--- src/rtl/soc_system_pio_master.sv ---
// Avalon-MM master servicing a 1-bit interrupt-capable PIO slave.
// Turns the slave irq into rise/fall events and forwards output-bit writes.
//
// Ports:
//   clk, reset_n             clock, async active-low reset
//   avm_address/chipselect/  Avalon-MM master side towards the PIO
//   write_n/writedata/
//   readdata/irq
//   cmd_valid/data/ready     local request to drive the PIO output bit
//   evt_valid/level/ready    line-change event towards local logic
//   armed                    mirror of the irq mask last written
module soc_system_pio_master #(
  parameter int unsigned POLL_CYCLES = 1000
) (
  input  logic        clk,
  input  logic        reset_n,
  output logic [1:0]  avm_address,
  output logic        avm_chipselect,
  output logic        avm_write_n,
  output logic [31:0] avm_writedata,
  input  logic [31:0] avm_readdata,
  input  logic        avm_irq,
  input  logic        cmd_valid,
  input  logic        cmd_data,
  output logic        cmd_ready,
  output logic        evt_valid,
  output logic        evt_level,
  input  logic        evt_ready,
  output logic        armed
);

  localparam int CW = $clog2(POLL_CYCLES);
  localparam logic [CW-1:0] CNT_MAX = CW'(POLL_CYCLES - 1);

  typedef enum logic [2:0] {
    S_INIT,
    S_IDLE,
    S_WR,
    S_RD,
    S_CAP,
    S_DIS,
    S_ARM,
    S_EVT
  } state_e;

  state_e          state_q, state_d;
  logic            armed_q, armed_d;
  logic            lvl_q, lvl_d;
  logic            bit_q, bit_d;
  logic [CW-1:0]   cnt_q, cnt_d;
  logic            pend_q, pend_d;

  logic            tick;
  logic            enter_rd;
  logic            bus_cs;
  logic            bus_wn;
  logic [1:0]      bus_addr;
  logic [31:0]     bus_wd;
  logic            unused_rd;

  assign unused_rd = ^avm_readdata[31:1];

  always_comb begin
    state_d   = state_q;
    armed_d   = armed_q;
    lvl_d     = lvl_q;
    bit_d     = bit_q;
    bus_cs    = 1'b0;
    bus_wn    = 1'b1;
    bus_addr  = 2'd0;
    bus_wd    = 32'd0;
    cmd_ready = 1'b0;
    evt_valid = 1'b0;
    enter_rd  = 1'b0;
    unique case (state_q)
      S_INIT: begin
        bus_cs   = 1'b1;
        bus_wn   = 1'b0;
        bus_addr = 2'd2;
        bus_wd   = 32'd1;
        armed_d  = 1'b1;
        state_d  = S_IDLE;
      end
      S_IDLE: begin
        if ((avm_irq && armed_q) || pend_q) begin
          enter_rd = 1'b1;
          state_d  = S_RD;
        end else if (cmd_valid) begin
          cmd_ready = 1'b1;
          bit_d     = cmd_data;
          state_d   = S_WR;
        end
      end
      S_WR: begin
        bus_cs   = 1'b1;
        bus_wn   = 1'b0;
        bus_wd   = {31'd0, bit_q};
        state_d  = S_IDLE;
      end
      S_RD: begin
        bus_cs  = 1'b1;
        state_d = S_CAP;
      end
      S_CAP: begin
        // readdata is registered in the slave: valid one cycle after RD
        if (armed_q && avm_readdata[0]) begin
          state_d = S_DIS;
        end else if (!armed_q && !avm_readdata[0]) begin
          state_d = S_ARM;
        end else begin
          state_d = S_IDLE;
        end
      end
      S_DIS: begin
        bus_cs   = 1'b1;
        bus_wn   = 1'b0;
        bus_addr = 2'd2;
        armed_d  = 1'b0;
        lvl_d    = 1'b1;
        state_d  = S_EVT;
      end
      S_ARM: begin
        bus_cs   = 1'b1;
        bus_wn   = 1'b0;
        bus_addr = 2'd2;
        bus_wd   = 32'd1;
        armed_d  = 1'b1;
        lvl_d    = 1'b0;
        state_d  = S_EVT;
      end
      S_EVT: begin
        evt_valid = 1'b1;
        if (evt_ready) begin
          state_d = S_IDLE;
        end
      end
      default: state_d = S_INIT;
    endcase
  end

  // Free-running poll tick; a tick landing on RD entry re-arms the poll.
  always_comb begin
    tick   = (cnt_q == CNT_MAX);
    cnt_d  = tick ? '0 : cnt_q + 1'b1;
    pend_d = (pend_q & ~enter_rd) | tick;
  end

  always_ff @(posedge clk or negedge reset_n) begin
    if (!reset_n) begin
      state_q <= S_INIT;
      armed_q <= 1'b0;
      lvl_q   <= 1'b0;
      bit_q   <= 1'b0;
      cnt_q   <= '0;
      pend_q  <= 1'b0;
    end else begin
      state_q <= state_d;
      armed_q <= armed_d;
      lvl_q   <= lvl_d;
      bit_q   <= bit_d;
      cnt_q   <= cnt_d;
      pend_q  <= pend_d;
    end
  end

  // State sits at INIT during reset; keep the bus quiet until release.
  assign avm_chipselect = bus_cs & reset_n;
  assign avm_write_n    = bus_wn | ~reset_n;
  assign avm_address    = reset_n ? bus_addr : 2'd0;
  assign avm_writedata  = reset_n ? bus_wd : 32'd0;
  assign evt_level      = lvl_q;
  assign armed          = armed_q;

endmodule

--- config.mk ---
export PLATFORM = sky130hd
export DESIGN_NAME = soc_system_pio_master
export DESIGN_NICKNAME = d
export VERILOG_FILES = /design/src/rtl/soc_system_pio_master.sv
export SDC_FILE = /design/constraint.sdc
export NUM_CORES = 1
export LEC_CHECK = 0
export CAP_MARGIN = 40
export CORE_ASPECT_RATIO = 1.25
export CORE_MARGIN = 5
export CORE_UTILIZATION = 38
export CTS_BUF_LIST = sky130_fd_sc_hd__clkbuf_8 sky130_fd_sc_hd__clkbuf_16
export CTS_CLUSTER_SIZE = 10
export DETAILED_ROUTE_END_ITERATION = 8
export PLACE_DENSITY_LB_ADDON = 0.25
export SYNTH_ARGS = -nofsm -noshare
export SYNTH_HDL_FRONTEND = slang
export SYNTH_SLANG_ARGS = --single-unit
--- constraint.sdc ---
create_clock -name clk -period 2.44 [get_ports clk]
set_input_delay 0.366 -clock clk [delete_from_list [all_inputs] [get_ports clk]]
set_output_delay 0.366 -clock clk [all_outputs]
set_load 0.05 [all_outputs]
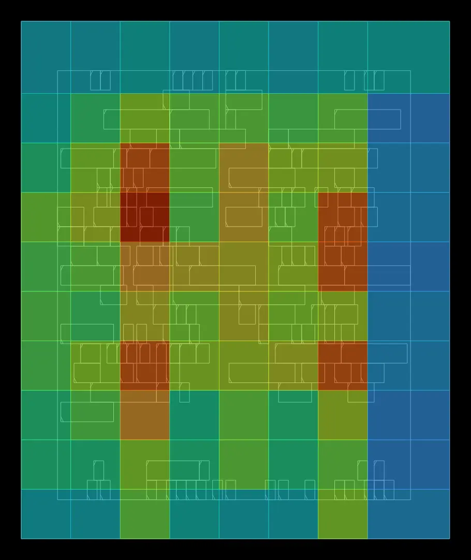
*Routing congestion*
M3 GR Usage: 3.025%
gr usage total: 10.75%
met1 Track Usage GR: 13.83%

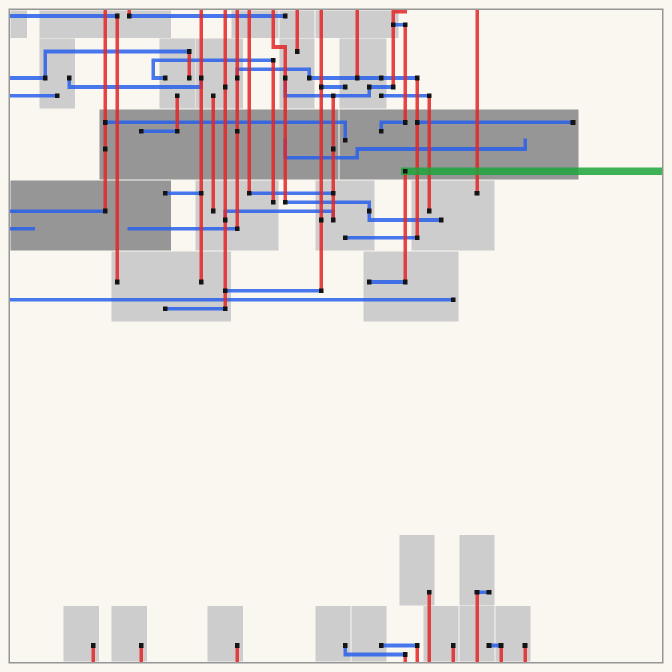
*Zoomed window*
Region (32, 6) to (57, 31) um. Cells in gray, sequential cells in the stronger gray; small squares are vias.
green -> M3
blue -> M1
red -> M2
netlist names of flops here include = cnt_q (3)
most frequent = conb_1 (10), dfrtp_1 (3)
cells with their middle in the window = 23
sequential cells in the window = 3

==> results.cfg <==
; synthesis and place-and-route metrics
[outcome]
outcome = finished, final reports clean

[logic_synthesis]
ys_sh_mux_pct = 2.130
yosysTopAreaCell = dfrtp_1
top_area_share_pct = 36.21
yosysCellCount = 136

[placement]
dpl.hpwl_um = 1725

[route]
ant_nets = 0
wl_per_cell_um = 11.82

[finish]
sh_seq_area_pct = 32.08
buffer_area_share_pct = 14.72
seq_area_um2 = 425.4
syn_to_final_growth_pct = 12.89
largest_reg_flops = 10

[final_timing]
fin_ws_ps = 370.7
hold_viol = 0

[grt]
grt_start_max_net_pins = 17

[clock_tree]
cts_resized = 0
cts.htree.levels = 1

[worst_setup_path]
cp.depth = 5

[pwr]
switching_share_pct = 48.05
finalPower_mw = 1.370

[floorplanning]
die_area_um2 = 4311
die_w_um = 59.74

[flow_run]
maxCapViolCount = 0
